--- config.mk ---
export PLATFORM = sky130hd
export DESIGN_NAME = rca_multiword_sequencer_flat
export DESIGN_NICKNAME = d
export VERILOG_FILES = /design/src/rtl/rca_multiword_sequencer_if.sv /design/src/rtl/rca_multiword_sequencer.sv /design/src/flat_wrapper.sv
export SDC_FILE = /design/constraint.sdc
export NUM_CORES = 1
export LEC_CHECK = 0
export ABC_AREA = 1
export CAP_MARGIN = 20
export CORE_MARGIN = 10
export CORE_UTILIZATION = 53
export CTS_CLUSTER_DIAMETER = 200
export CTS_CLUSTER_SIZE = 10
export DETAILED_ROUTE_END_ITERATION = 8
export PLACE_DENSITY = 0.94
export SKIP_LAST_GASP = 1
export SYNTH_ARGS = -nofsm -noshare
export SYNTH_HDL_FRONTEND = slang
export SYNTH_SLANG_ARGS = --single-unit
--- constraint.sdc ---
create_clock -name clk -period 5.75 [get_ports clk]
set_clock_uncertainty 0.15 [all_clocks]
set_input_delay 1.4375 -clock clk [delete_from_list [all_inputs] [get_ports clk]]
set_output_delay 1.4375 -clock clk [all_outputs]
set_load 0.03 [all_outputs]
--- src/rtl/rca_multiword_sequencer_if.sv ---
// Valid/ready operand and result bundle for the multi-word ripple-carry sequencer.
interface rca_multiword_sequencer_if #(
    parameter int TOTAL_WIDTH = 16
);
    logic                   in_valid;
    logic                   in_ready;
    logic [TOTAL_WIDTH-1:0] a;
    logic [TOTAL_WIDTH-1:0] b;
    logic                   cin;
    logic                   sub;
    logic                   out_valid;
    logic                   out_ready;
    logic [TOTAL_WIDTH-1:0] sum;
    logic                   cout;
    logic                   overflow;
    logic                   busy;

    // Producer/consumer side.
    modport master (
        output in_valid, a, b, cin, sub, out_ready,
        input  in_ready, out_valid, sum, cout, overflow, busy
    );

    // Sequencer side.
    modport slave (
        input  in_valid, a, b, cin, sub, out_ready,
        output in_ready, out_valid, sum, cout, overflow, busy
    );
endinterface

--- src/rtl/rca_multiword_sequencer.sv ---
// Wide add/subtract computed one CHUNK_WIDTH slice per clock, LSB first,
// with the inter-chunk carry held in a flop between cycles.
module rca_multiword_sequencer #(
    parameter int TOTAL_WIDTH = 16,
    parameter int CHUNK_WIDTH = 4
) (
    input  logic                       clk,
    input  logic                       rst,
    rca_multiword_sequencer_if.slave   bus
);
    localparam int NUM_CHUNKS = TOTAL_WIDTH / CHUNK_WIDTH;
    localparam int IDX_W      = (NUM_CHUNKS > 1) ? $clog2(NUM_CHUNKS) : 1;
    localparam logic [IDX_W-1:0] LAST_IDX = IDX_W'(NUM_CHUNKS - 1);
    localparam int MSB        = TOTAL_WIDTH - 1;

    localparam logic [1:0] ST_IDLE = 2'd0;
    localparam logic [1:0] ST_RUN  = 2'd1;
    localparam logic [1:0] ST_DONE = 2'd2;

    logic [1:0]             state;
    logic [IDX_W-1:0]       idx;
    logic                   carry;
    logic [TOTAL_WIDTH-1:0] op_a;
    logic [TOTAL_WIDTH-1:0] op_b;
    logic [TOTAL_WIDTH-1:0] sum_r;
    logic                   cout_r;
    logic                   ovf_r;

    logic [31:0]            base;
    logic [CHUNK_WIDTH-1:0] a_chunk;
    logic [CHUNK_WIDTH-1:0] b_chunk;
    logic [CHUNK_WIDTH:0]   slice;

    // One narrow ripple-carry slice; carry-out lands in the top bit.
    function automatic logic [CHUNK_WIDTH:0] slice_add(
        input logic [CHUNK_WIDTH-1:0] x,
        input logic [CHUNK_WIDTH-1:0] y,
        input logic                   c
    );
        return {1'b0, x} + {1'b0, y} + {{CHUNK_WIDTH{1'b0}}, c};
    endfunction

    // Select the current chunk of both operands and run it through the slice.
    always_comb begin
        base    = 32'(idx) * 32'(CHUNK_WIDTH);
        a_chunk = op_a[base +: CHUNK_WIDTH];
        b_chunk = op_b[base +: CHUNK_WIDTH];
        slice   = slice_add(a_chunk, b_chunk, carry);
    end

    // Sequencer FSM: accept in IDLE, one chunk per RUN cycle, hold result in DONE.
    always_ff @(posedge clk) begin
        if (rst) begin
            state  <= ST_IDLE;
            idx    <= '0;
            carry  <= 1'b0;
            sum_r  <= '0;
            cout_r <= 1'b0;
            ovf_r  <= 1'b0;
        end else begin
            case (state)
                ST_IDLE: begin
                    if (bus.in_valid) begin
                        op_a  <= bus.a;
                        // Subtract is A + ~B + 1; the +1 rides in as the initial carry.
                        op_b  <= bus.sub ? ~bus.b : bus.b;
                        carry <= bus.sub | bus.cin;
                        idx   <= '0;
                        state <= ST_RUN;
                    end
                end
                ST_RUN: begin
                    sum_r[base +: CHUNK_WIDTH] <= slice[CHUNK_WIDTH-1:0];
                    carry <= slice[CHUNK_WIDTH];
                    if (idx == LAST_IDX) begin
                        // Last chunk carries the result MSB and the final carry-out.
                        cout_r <= slice[CHUNK_WIDTH];
                        ovf_r  <= (op_a[MSB] == op_b[MSB]) &&
                                  (slice[CHUNK_WIDTH-1] != op_a[MSB]);
                        idx    <= '0;
                        state  <= ST_DONE;
                    end else begin
                        idx <= idx + 1'b1;
                    end
                end
                ST_DONE: begin
                    if (bus.out_ready) begin
                        state <= ST_IDLE;
                    end
                end
                default: state <= ST_IDLE;
            endcase
        end
    end

    assign bus.in_ready  = (state == ST_IDLE);
    assign bus.out_valid = (state == ST_DONE);
    assign bus.busy      = (state != ST_IDLE);
    assign bus.sum       = sum_r;
    assign bus.cout      = cout_r;
    assign bus.overflow  = ovf_r;
endmodule

--- src/flat_wrapper.sv ---
// flat-port wrapper written by rule: the top's interface ports become plain ports
module rca_multiword_sequencer_flat 
#(
    parameter int TOTAL_WIDTH = 16,
    parameter int CHUNK_WIDTH = 4
)
  (clk, rst, bus_in_valid, bus_a, bus_b, bus_cin, bus_sub, bus_out_ready, bus_in_ready, bus_out_valid, bus_sum, bus_cout, bus_overflow, bus_busy);
  rca_multiword_sequencer_if #(.TOTAL_WIDTH(TOTAL_WIDTH)) bus_i ();
  input  logic clk;
  input  logic rst;
  input wire logic [$bits(bus_i.in_valid)-1:0] bus_in_valid;
  input wire logic [$bits(bus_i.a)-1:0] bus_a;
  input wire logic [$bits(bus_i.b)-1:0] bus_b;
  input wire logic [$bits(bus_i.cin)-1:0] bus_cin;
  input wire logic [$bits(bus_i.sub)-1:0] bus_sub;
  input wire logic [$bits(bus_i.out_ready)-1:0] bus_out_ready;
  output wire logic [$bits(bus_i.in_ready)-1:0] bus_in_ready;
  output wire logic [$bits(bus_i.out_valid)-1:0] bus_out_valid;
  output wire logic [$bits(bus_i.sum)-1:0] bus_sum;
  output wire logic [$bits(bus_i.cout)-1:0] bus_cout;
  output wire logic [$bits(bus_i.overflow)-1:0] bus_overflow;
  output wire logic [$bits(bus_i.busy)-1:0] bus_busy;
  assign bus_i.in_valid = bus_in_valid;
  assign bus_i.a = bus_a;
  assign bus_i.b = bus_b;
  assign bus_i.cin = bus_cin;
  assign bus_i.sub = bus_sub;
  assign bus_i.out_ready = bus_out_ready;
  assign bus_in_ready = bus_i.in_ready;
  assign bus_out_valid = bus_i.out_valid;
  assign bus_sum = bus_i.sum;
  assign bus_cout = bus_i.cout;
  assign bus_overflow = bus_i.overflow;
  assign bus_busy = bus_i.busy;
  rca_multiword_sequencer #(.TOTAL_WIDTH(TOTAL_WIDTH), .CHUNK_WIDTH(CHUNK_WIDTH)) u_core (.clk(clk), .rst(rst), .bus(bus_i));
endmodule
==> run summary <==
run results: pin count of the biggest net entering global routing=33, dpl ws=2.20 ns, ys flop type=edfxtp_1, Slew @ Worst Pin=0.890 ns, layout cell share with drive strength beyond 1=6.86%, Final Non-Filler Cells=360, I/O pin cnt=59, clock tree buffer depth=2, placed cells=353, Synth Instances=249, clkbuf count=5, routed wl met2=2710 um, met1 usage=13.7%, Crit path max-delay family=adder cells, TNS Setup=0 ns, yosys simple share=16.1%, sequential group share of total power=52.7%, Top Layout Cells=clkdlybuf4s50_1 (58), nand2_1 (36), edfxtp_1 (32), nor2_1 (28), dfxtp_1 (23), via count=1,909, tool warning count=31, R2R Setup Slk=2.09 ns, clk tree area frac=3.28%, Flops after synth=55, dpl hpwl=4130 um, #MultiIn Comb=168, Worst Path Buf+Inv=1, Yosys chip area=2520 um^2, Detail Route Antenna Nets=0, ys async rst share=0%, Gate Area=998 um^2, Rel. slew slack=40.5%, Remaining DRCs=0, Crit. End Element=flop, CTS root buffer=clkbuf_8, overall power=851 uW, Final Hold Fails=0, critical path's slowest cell=dfxtp_1, DR pass1 iterations=4, Worst-Skew Late Latency=0.31 ns, Adder Share, Synth=6.06%, Layout Area Growth over Synthesis=28.9%, post-cts resize count=0, logic gate share of total power=18.7%, Placer Congestion=0.823, initial antenna violation count=0, Tap Cells=54, Slew Viols, Final=0, Port Buffers=58, placed cell area=3140 um^2, WHS=0.315 ns, met3 Usage GRT=5.29%, flop count=55, vias in the first global route=1,901, Switching Fraction=25.9%, logic share of the area=30.8%, Mapped Area=2520 um^2, WP depth=10, outcome=complete, no violations, static leakage=0.00121 uW, CTS Sinks=55, Nets at Floorplan=298, Tmin final=3.66 ns, Wirelength per Cell=14.8 um, origin of the worst setup path=u_core.idx[0], Worst-path clk slew=0.09 ns, global route total overflow=0
### Supply network

The bar under the picture is 20 um long. Pins as bars on the die edge.
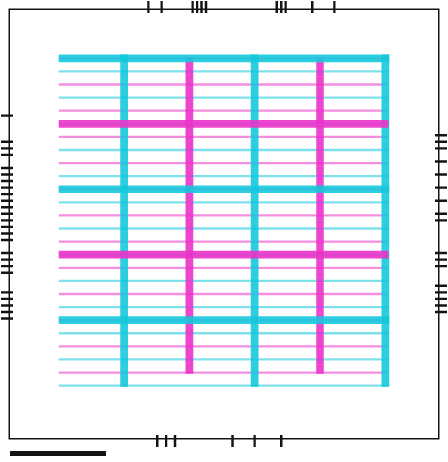
VDD -> magenta
VSS -> cyan
signal pins = 59
met5 straps = 5
met1 rails = 26
met4 straps = 5
Die W: 88.9 um
Core Area: 4660 um^2
Die Y: 88.9 um
maximum vdd drop: 0.159 mV

### Cells coloured by class

The bar under the picture is 20 um long.
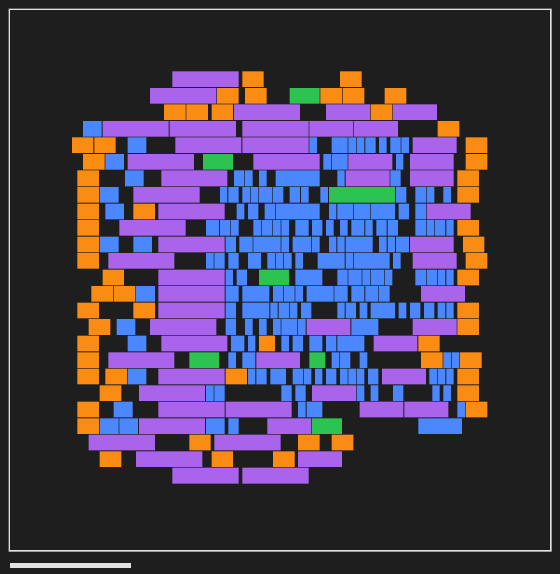
registers -> purple  # cells 55
clock drivers and dummy loads -> green  # cells 7
remaining buffers and delay cells -> orange  # cells 59
remaining logic cells -> blue  # cells 185
post-route design area: 3250 um^2
FP Rows: 25
flop share of the area: 43.8%
final core area utilization: 69.6%

Power is estimated from default activity; no workload was simulated.
